$ cat config.mk
export PLATFORM = sky130hd
export DESIGN_NAME = stream_mux_rr_flat
export DESIGN_NICKNAME = d
export VERILOG_FILES = /design/src/rtl/stream_mux_rr_if.sv /design/src/rtl/stream_mux_rr.sv /design/src/flat_wrapper.sv
export SDC_FILE = /design/constraint.sdc
export NUM_CORES = 1
export LEC_CHECK = 0
export CAP_MARGIN = 20
export CORE_MARGIN = 2
export CORE_UTILIZATION = 37
export DETAILED_ROUTE_END_ITERATION = 16
export PLACE_DENSITY = 0.76
export SETUP_SLACK_MARGIN = 0.05
export SLEW_MARGIN = 20
export SYNTH_ARGS = -nofsm -noshare
export SYNTH_HDL_FRONTEND = slang
export SYNTH_SLANG_ARGS = --single-unit
$ cat constraint.sdc
create_clock -name clk -period 2 [get_ports clk]
set_input_delay 0.2 -clock clk [delete_from_list [all_inputs] [get_ports clk]]
set_output_delay 0.2 -clock clk [all_outputs]
set_load 0.005 [all_outputs]
$ cat src/rtl/stream_mux_rr_if.sv
`default_nettype none
// ============================================================================
// Module      : stream_mux_rr_if
// Description : Bundle of per-channel source streams and the merged sink
//               stream used by stream_mux_rr.
//               slave  : the multiplexer side (takes in_*, drives out_*)
//               master : the surrounding producers and consumer
// Ports       : in_data/in_valid/in_last (sources -> mux)
//               in_ready (mux -> sources)
//               out_data/out_valid/out_last/out_ch (mux -> sink)
//               out_ready (sink -> mux)
// Revision    : 1.0 - initial release
// ============================================================================
interface stream_mux_rr_if #(
   parameter int BUS_WIDTH = 8,
   parameter int NUM_CH    = 4
);
   localparam int SEL_W = $clog2(NUM_CH);

   logic [NUM_CH*BUS_WIDTH-1:0] in_data;
   logic [NUM_CH-1:0]           in_valid;
   logic [NUM_CH-1:0]           in_last;
   logic [NUM_CH-1:0]           in_ready;
   logic [BUS_WIDTH-1:0]        out_data;
   logic                        out_valid;
   logic                        out_last;
   logic [SEL_W-1:0]            out_ch;
   logic                        out_ready;

   modport master (
      output in_data, in_valid, in_last, out_ready,
      input  in_ready, out_data, out_valid, out_last, out_ch
   );

   modport slave (
      input  in_data, in_valid, in_last, out_ready,
      output in_ready, out_data, out_valid, out_last, out_ch
   );
endinterface
`default_nettype wire

$ cat src/rtl/stream_mux_rr.sv
`default_nettype none
// ============================================================================
// Module      : stream_mux_rr
// Description : NUM_CH-to-1 packet stream multiplexer. Channel chosen by sel
//               (mode=0) or round-robin (mode=1); the grant is held for a
//               whole packet, and the output beat is registered.
// Ports       : clk, rst (sync, active high)
//               mode  - 0 manual select, 1 round-robin
//               sel   - manual channel index
//               bus   - stream_mux_rr_if slave port (sources + sink)
// Revision    : 1.0 - initial release
// ============================================================================
module stream_mux_rr #(
   parameter int  BUS_WIDTH = 8,
   parameter int  NUM_CH    = 4,
   localparam int SEL_W     = $clog2(NUM_CH)
) (
   input wire              clk,
   input wire              rst,
   input wire              mode,
   input wire [SEL_W-1:0]  sel,
   stream_mux_rr_if.slave  bus
);

   localparam logic [SEL_W:0]   C_NUM_CH  = (SEL_W+1)'(NUM_CH);
   localparam logic [SEL_W-1:0] C_PTR_RST = SEL_W'(NUM_CH - 1);

   localparam logic [0:0] S_IDLE   = 1'b0;
   localparam logic [0:0] S_LOCKED = 1'b1;

   logic [0:0]           r_state;
   logic [0:0]           w_state_nxt;
   logic [SEL_W-1:0]     r_g;
   logic [SEL_W-1:0]     r_ptr;

   logic                 r_out_valid;
   logic                 r_out_last;
   logic [BUS_WIDTH-1:0] r_out_data;
   logic [SEL_W-1:0]     r_out_ch;

   logic                 w_load_ok;
   logic                 w_man_valid;
   logic                 w_rr_valid;
   logic [SEL_W-1:0]     w_rr_idx;
   logic                 w_cand_valid;
   logic [SEL_W-1:0]     w_cand_idx;
   logic                 w_gnt_en;
   logic [SEL_W-1:0]     w_gnt_idx;
   logic                 w_gnt_last;
   logic [BUS_WIDTH-1:0] w_gnt_data;
   logic [NUM_CH-1:0]    w_ready;
   logic                 w_xfer;

   // (base + offs) mod NUM_CH, with offs in 1..NUM_CH
   function automatic logic [SEL_W-1:0] rr_index(input logic [SEL_W-1:0] base,
                                                 input int               offs);
      logic [SEL_W:0] sum;
      sum = {1'b0, base} + (SEL_W+1)'(offs);
      if (sum >= C_NUM_CH) begin
         sum = sum - C_NUM_CH;
      end
      return sum[SEL_W-1:0];
   endfunction

   assign w_load_ok = !r_out_valid || bus.out_ready;

   // Manual candidate: comparing against every legal index means an
   // out-of-range sel simply never matches.
   always_comb begin
      w_man_valid = 1'b0;
      for (int k = 0; k < NUM_CH; k++) begin
         if ((sel == SEL_W'(k)) && bus.in_valid[k]) begin
            w_man_valid = 1'b1;
         end
      end
   end

   // Round-robin candidate: scanned from the far end so the last hit written
   // is the one nearest ptr+1.
   always_comb begin
      w_rr_valid = 1'b0;
      w_rr_idx   = '0;
      for (int k = NUM_CH; k >= 1; k--) begin
         if (bus.in_valid[rr_index(r_ptr, k)]) begin
            w_rr_valid = 1'b1;
            w_rr_idx   = rr_index(r_ptr, k);
         end
      end
   end

   assign w_cand_valid = mode ? w_rr_valid : w_man_valid;
   assign w_cand_idx   = mode ? w_rr_idx   : sel;

   // While locked the grant is fixed regardless of mode/sel/other valids.
   assign w_gnt_en  = (r_state == S_LOCKED) ? 1'b1 : w_cand_valid;
   assign w_gnt_idx = (r_state == S_LOCKED) ? r_g  : w_cand_idx;

   always_comb begin
      w_gnt_last = 1'b0;
      w_gnt_data = '0;
      for (int k = 0; k < NUM_CH; k++) begin
         if (w_gnt_idx == SEL_W'(k)) begin
            w_gnt_last = bus.in_last[k];
            w_gnt_data = bus.in_data[k*BUS_WIDTH +: BUS_WIDTH];
         end
      end
   end

   // ---------------------------------------------------------------- FSM --
   always_ff @(posedge clk) begin
      if (rst) begin
         r_state <= S_IDLE;
      end else begin
         r_state <= w_state_nxt;
      end
   end

   always_comb begin
      w_state_nxt = r_state;
      case (r_state)
         S_IDLE:   if (w_xfer && !w_gnt_last) w_state_nxt = S_LOCKED;
         S_LOCKED: if (w_xfer &&  w_gnt_last) w_state_nxt = S_IDLE;
         default:  w_state_nxt = S_IDLE;
      endcase
   end

   // At most one ready bit is ever set, so only one channel can transfer.
   always_comb begin
      w_ready = '0;
      if (!rst && w_gnt_en && w_load_ok) begin
         for (int k = 0; k < NUM_CH; k++) begin
            if (w_gnt_idx == SEL_W'(k)) begin
               w_ready[k] = 1'b1;
            end
         end
      end
   end

   assign w_xfer = |(bus.in_valid & w_ready);

   // ------------------------------------------------- grant and pointer --
   always_ff @(posedge clk) begin
      if (rst) begin
         r_g   <= '0;
         r_ptr <= C_PTR_RST;
      end else if ((r_state == S_IDLE) && w_xfer) begin
         r_g   <= w_cand_idx;
         r_ptr <= w_cand_idx;
      end
   end

   // ------------------------------------------------------ output stage --
   always_ff @(posedge clk) begin
      if (rst) begin
         r_out_valid <= 1'b0;
         r_out_last  <= 1'b0;
         r_out_data  <= '0;
         r_out_ch    <= '0;
      end else if (w_xfer) begin
         r_out_valid <= 1'b1;
         r_out_last  <= w_gnt_last;
         r_out_data  <= w_gnt_data;
         r_out_ch    <= w_gnt_idx;
      end else if (bus.out_ready) begin
         r_out_valid <= 1'b0;
      end
   end

   assign bus.in_ready  = w_ready;
   assign bus.out_valid = r_out_valid;
   assign bus.out_last  = r_out_last;
   assign bus.out_data  = r_out_data;
   assign bus.out_ch    = r_out_ch;

endmodule
`default_nettype wire

$ cat src/flat_wrapper.sv
// flat-port wrapper written by rule: the top's interface ports become plain ports
module stream_mux_rr_flat 
#(
   parameter int  BUS_WIDTH = 8,
   parameter int  NUM_CH    = 4,
   localparam int SEL_W     = $clog2(NUM_CH)
)
  (clk, rst, mode, sel, bus_in_data, bus_in_valid, bus_in_last, bus_out_ready, bus_in_ready, bus_out_data, bus_out_valid, bus_out_last, bus_out_ch);
  stream_mux_rr_if #(.BUS_WIDTH(BUS_WIDTH), .NUM_CH(NUM_CH)) bus_i ();
  input wire clk;
  input wire rst;
  input wire mode;
  input wire [SEL_W-1:0] sel;
  input wire logic [$bits(bus_i.in_data)-1:0] bus_in_data;
  input wire logic [$bits(bus_i.in_valid)-1:0] bus_in_valid;
  input wire logic [$bits(bus_i.in_last)-1:0] bus_in_last;
  input wire logic [$bits(bus_i.out_ready)-1:0] bus_out_ready;
  output wire logic [$bits(bus_i.in_ready)-1:0] bus_in_ready;
  output wire logic [$bits(bus_i.out_data)-1:0] bus_out_data;
  output wire logic [$bits(bus_i.out_valid)-1:0] bus_out_valid;
  output wire logic [$bits(bus_i.out_last)-1:0] bus_out_last;
  output wire logic [$bits(bus_i.out_ch)-1:0] bus_out_ch;
  assign bus_i.in_data = bus_in_data;
  assign bus_i.in_valid = bus_in_valid;
  assign bus_i.in_last = bus_in_last;
  assign bus_i.out_ready = bus_out_ready;
  assign bus_in_ready = bus_i.in_ready;
  assign bus_out_data = bus_i.out_data;
  assign bus_out_valid = bus_i.out_valid;
  assign bus_out_last = bus_i.out_last;
  assign bus_out_ch = bus_i.out_ch;
  stream_mux_rr #(.BUS_WIDTH(BUS_WIDTH), .NUM_CH(NUM_CH)) u_core (.clk(clk), .rst(rst), .mode(mode), .sel(sel), .bus(bus_i));
endmodule
Fig. 1: run 1, ports around the boundary
Pins as bars across the die edge, other pins in gray.
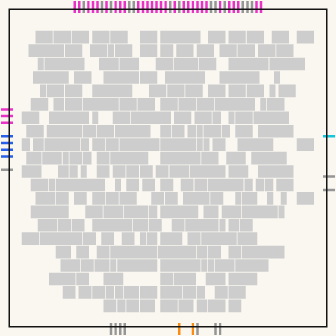
color	port	pins	direction	edge
cyan	bus_out_last	1	output	east
magenta	bus_in_data	32	input	29 north, 3 west
blue	bus_in_ready	4	output	west
orange	sel	2	input	south
all pins by edge	42 north, 9 south, 8 west, 3 east

Fig. 2: run 1, signal wires on met3
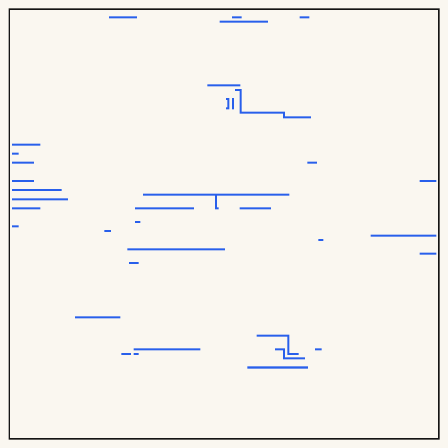
nets with wire on the layer	29
main direction	horizontal
share of all routed wire	3.5%
wire length on this layer	176 um
longest straight run	21.6 um
met3 usage: 0.0370
total routed wirelength: 5030 um
DR vias: 1,508

Fig. 3: run 1, sequential cells grouped by signal name
Other sequential cells in the stronger gray, the rest of the logic in the fainter gray.
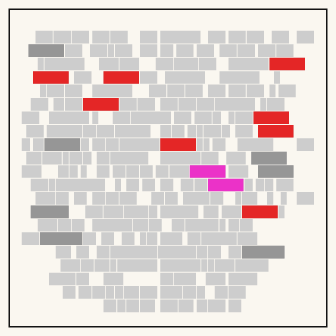
color	signal	flops
red	u_core.bus.out_data	8
magenta	u_core.r_g	2
not colored	7

==> impl_metrics.py, run 1 <==
# Auto-generated metrics
metrics = {
    "pwr": {
        "leakagePower_nw": 1.05,
        "power_mw": 1.61,
        "p_sw_uw": 548,
        "peakVddDrop_mv": 0.641,
        "combPwrFrac": 0.620,
        "p_per_area_nw_per_um2": 635,
        "switching_share": 0.340,
        "p_seq_frac": 0.265,
        "power.share.clock": 0.116,
        "pg_clk_uw": 187,
    },
    "floorplanning": {
        "rows": 21,
        "fp.dieW_um": 64.0,
    },
    "global_routing": {
        "grt_pass1_wl_um": 7510,
        "grt_max_degree": 18,
        "grt-busiest-layer": "met2",
        "grt_usage": 0.240,
    },
    "route": {
        "viasPerCell": 5.39,
        "wl_met1_um": 1900,
        "route.met3.wl_um": 175,
        "antenna_left": 0,
        "wl_per_cell_um": 18.0,
        "wl_met2_um": 2820,
        "drc": 0,
    },
    "place": {
        "globalplace.congestion": 0.868,
        "dp_cells": 260,
        "placed_cell_area_sq_um": 2200,
        "numPortBuffers": 61,
    },
    "yosys": {
        "avgSynthCellArea_sq_um": 10.0,
        "edf_count": 0,
        "syn-num-nets": 179,
        "syn-cell-area_sq_um": 1330,
        "synth.distinct_cells": 45,
        "topCellsByArea": "dfxtp_1 26%, mux2i_1 14%, mux4_2 14%",
        "ys_seq_frac": 0.256,
    },
    "clock_tree": {
        "cts_tree": "built",
        "numCtsBuffers": 3,
        "path_clk_slew_ns": 0.11,
        "cts_hold_buf": 0,
    },
    "outcome": {
        "outcome": "finished with violations",
        "violations": "negative setup slack",
    },
    "setup_path": {
        "rr_worst_depth": 8,
        "required_ns": 2.20,
    },
    "final_layout": {
        "post-route-util": 0.750,
        "comb_area_sq_um": 1110,
        "layoutNonFillerInstCount": 280,
        "flop_area_sq_um": 349,
    },
    "hold_path": {
        "hp-start": "u_core.bus.out_last$_SDFFE_PP0P_",
        "holdPathStages": 2,
        "hp-class": "reg -> reg",
    },
    "run": {
        "cap_viol_max_count": 0,
    },
    "timing": {
        "rsz0062_at_grt": "true",
        "layout_setup_ws_ns": -0.108,
        "skew_ns": 0.00744,
        "hold_violations": 0,
        "finalSetupViolCount": 13,
        "max_slew.worst_pin.slew_ns": 0.458,
    },
}
[run 1: placed cells by master (no fill, tap or decap), drive strengths merged, types with 2 or more instances in the layout]
master	count
nor3	2
o21ai	2
nor3b	3
buf	46
nand3	2
a22oi	2
inv	4
mux2i	19
o211ai	2
a211oi	3
nand2	6
nor2b	6
o21bai	4
mux2	2
clkbuf	7
clkdlybuf4s50	50
clkdlybuf4s15	2
a21oi	7
mux4	8
dfxtp	17
nor2	18
dlygate4sd2	2
[run 1: final cells by class]
type                       count  share of cell area
multi-input combinational    104               0.435
timing repair buffer         105               0.387
sequential                    17               0.137
tap                           46              0.0226
clock buffer                   3             0.00886
inverter                       4             0.00689
clock inverter                 1             0.00197
[run 1: worst reg2reg max path, cell delays in order (launching register included)]
cell,delay [ns]
dfxtp_4,0.38
buf_6,0.12
buf_6,0.12
o31ai_4,0.31
buf_6,0.18
mux2i_4,0.24
a22oi_4,0.13
or3b_4,0.39
and2_4,0.14
[run 1: registers in the layout (all words and copies together) (netlist names), named ones only]
register / cells
u_core.r_g: 2
u_core.bus.out_last: 1
u_core.bus.out_ch: 2
u_core.r_ptr: 2
u_core.bus.out_valid: 1
u_core.bus.out_data: 8
[run 1: worst max-delay path by stage]
stage | endpoint | slack (ns) | depth (start not counted)
floorplan | flip-flop | 0.004 | 7
global placement | flip-flop | -0.53 | 8
detailed placement | bus_in_ready[3] | -0.59 | 8
CTS | flip-flop | -0.16 | 8
global route | u_core.bus.out_data[6]$_SDFFE_PP0P_ | -0.18 | 8
finish | flip-flop | -0.11 | 8
[run 1: cells by family (layout without fill, tap and decap cells)]
logic type             Yosys count  after routing  synth area share
buffers and inverters           12            113            0.0564
AND/OR/NAND/NOR                 45             45             0.175
flip-flops                      17             17             0.256
AND-OR/OR-AND                   30             30             0.218
multiplexers                    29             29             0.295
Fig. 4: run 1, signal wires by layer
Only two layers are drawn.
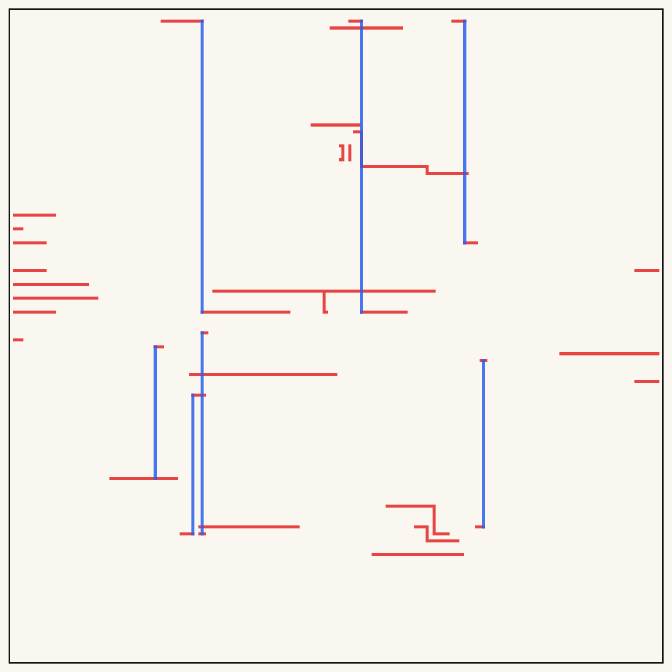

==> run 2, diff against run 1 <==
--- a/constraint.sdc
+++ b/constraint.sdc
@@ -3,2 +3,2 @@
 set_output_delay 0.2 -clock clk [all_outputs]
-set_load 0.005 [all_outputs]
+set_load 0.1 [all_outputs]
Fig. 5: run 2, signal wires by layer
Only two layers are drawn.
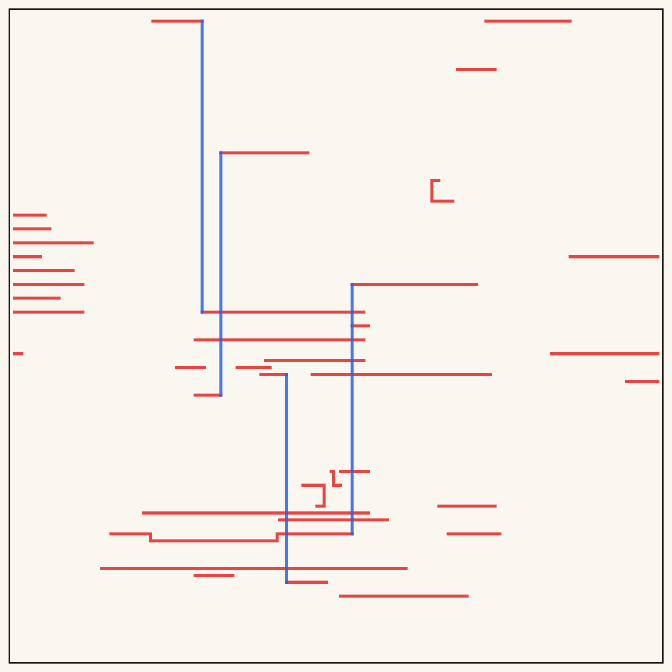
color	layer	wire length
red	M3	305 um
blue	M4	97.2 um
WL/cell: 18.6 um
total routed wirelength: 5310 um
DR vias: 1,585
gr usage total: 0.227

==> impl_metrics.py, run 2 <==
# Auto-generated metrics
metrics = {
    "yosys": {
        "syn-cell-area_sq_um": 1330,
        "netlist_top_cells_count": "19 x mux2i_1, 18 x nor2_1, 17 x dfxtp_1",
        "post-synth-top-area-cell": "dfxtp_1",
        "async_reset_ff_frac": 0,
        "syn-num-nets": 179,
        "ys_seq_frac": 0.256,
        "edf_count": 0,
        "topCellsByArea": "dfxtp_1 26%, mux2i_1 14%, mux4_2 14%",
        "avgSynthCellArea_sq_um": 10.0,
        "synth.distinct_cells": 45,
    },
    "final_layout": {
        "final_area_sq_um": 2620,
        "lay_top_count": "buf_4",
        "num-nets-final": 287,
        "lay_top_cells": "52 x buf_4, 38 x clkdlybuf4s50_1, 15 x nor2_1",
        "largest_reg_flops": 8,
        "flop_area_sq_um": 353,
        "comb_area_sq_um": 1100,
        "layoutNonFillerInstCount": 286,
        "post-route-util": 0.772,
    },
    "setup_path": {
        "rr_worst_depth": 9,
        "worstSetupEndpointType": "output pin",
        "crit_cells": 8,
        "critical-path-max-stage-delay_ns": 0.40,
        "worstPathCellList": "mux2i_4 > a2bb2oi_2 > buf_4 > a41oi_4 > buf_12 > buf_8 > and3_4 > buf_12",
        "crit_path_max_fanout": 5,
        "arrival_ns": 2.01,
        "required_ns": 1.80,
    },
    "global_routing": {
        "grt_max_degree": 18,
        "grt_pass1_wl_um": 7260,
    },
    "route": {
        "drc": 0,
        "firstDrtPassIters": 4,
        "antenna_left": 0,
        "viasPerCell": 5.54,
    },
    "floorplanning": {
        "rows": 21,
        "fp.dieW_um": 64.0,
        "die_y_um": 64.0,
        "core_sq_um": 3390,
    },
    "hold_path": {
        "min_to": "u_core.bus.out_last$_SDFFE_PP0P_",
        "hp-class": "reg -> reg",
        "hp-start": "u_core.bus.out_last$_SDFFE_PP0P_",
        "holdPathStages": 2,
    },
    "clock_tree": {
        "cts_tree": "built",
        "numCtsBuffers": 3,
        "path_clk_slew_ns": 0.10,
    },
    "timing": {
        "hold_violations": 0,
        "rsz0062_at_grt": "true",
        "max_slew.worst_pin.slew_ns": 0.412,
        "layout_setup_ws_ns": -0.209,
        "maxSlewHeadroom": 0.726,
        "fin_hold_ws_ns": 0.465,
        "finalSetupViolCount": 15,
        "skew_ns": 0.0111,
    },
    "outcome": {
        "outcome": "finished with violations",
        "violations": "negative setup slack",
    },
    "pwr": {
        "peakVddDrop_mv": 0.537,
        "p_per_area_nw_per_um2": 760,
        "power_mw": 1.99,
        "leakagePower_nw": 1.13,
    },
    "place": {
        "dp_cells": 265,
        "numPortBuffers": 61,
        "globalplace.congestion": 0.889,
        "placed_cell_area_sq_um": 2280,
    },
    "run": {
        "cap_viol_max_count": 0,
    },
}
## run 2: cell counts after synthesis
Identical to the previous run, type by type.
## run 2: how the worst max path moves through the flow
stage                                                endpoint  slack (ns)
after global placement                        bus_in_ready[3]       -0.37
after floorplan                                     flip-flop       0.004
after global routing                          bus_in_ready[1]       -0.27
after CTS                                           flip-flop       -0.13
after detailed placement  u_core.bus.out_data[5]$_SDFFE_PP0P_       -0.47
final                                         bus_in_ready[1]       -0.21
## run 2: repair_timing
| item | CTS | global route |
|---|---|---|
| endpoints found under the setup margin | 18 | 19 |
| gates resized | 27 | 26 |
| gates cloned | 0 | 0 |
| buffers inserted | 13 | 4 |
| hold buffers | 0 | 0 |
| pin swaps | 9 | 5 |
## run 2: power breakdown
| part | internal [mW] | switching, mW |
|---|---|---|
| clock network | 0.0782 | 0.119 |
| registers | 0.387 | 0.0417 |
| logic | 0.644 | 0.717 |
| total | 1.11 | 0.877 |
## run 2: routing by layer
layer	global-route usage	routed length, um
met4	0.0734	97
met3	0.0511	305
met2	0.406	2910
met1	0.267	1990
met5	0	0
## run 2: cell families (layout without fill, tap and decap cells)
group,after synthesis,in the layout,share of synthesized area
buf+inv,12,119,0.0564
mux,29,29,0.295
compound gates,30,30,0.218
simple gates,45,45,0.175
flops,17,17,0.256
## run 2: cell type report
| type | instances | share of cell area |
|---|---|---|
| Clock buffer | 4 | 0.0100 |
| Inverter | 4 | 0.00622 |
| Multi-Input combinational cell | 104 | 0.420 |
| Sequential cell | 17 | 0.135 |
| Tap cell | 46 | 0.0220 |
| Timing Repair Buffer | 111 | 0.407 |
Power is estimated from default activity; no workload was simulated.
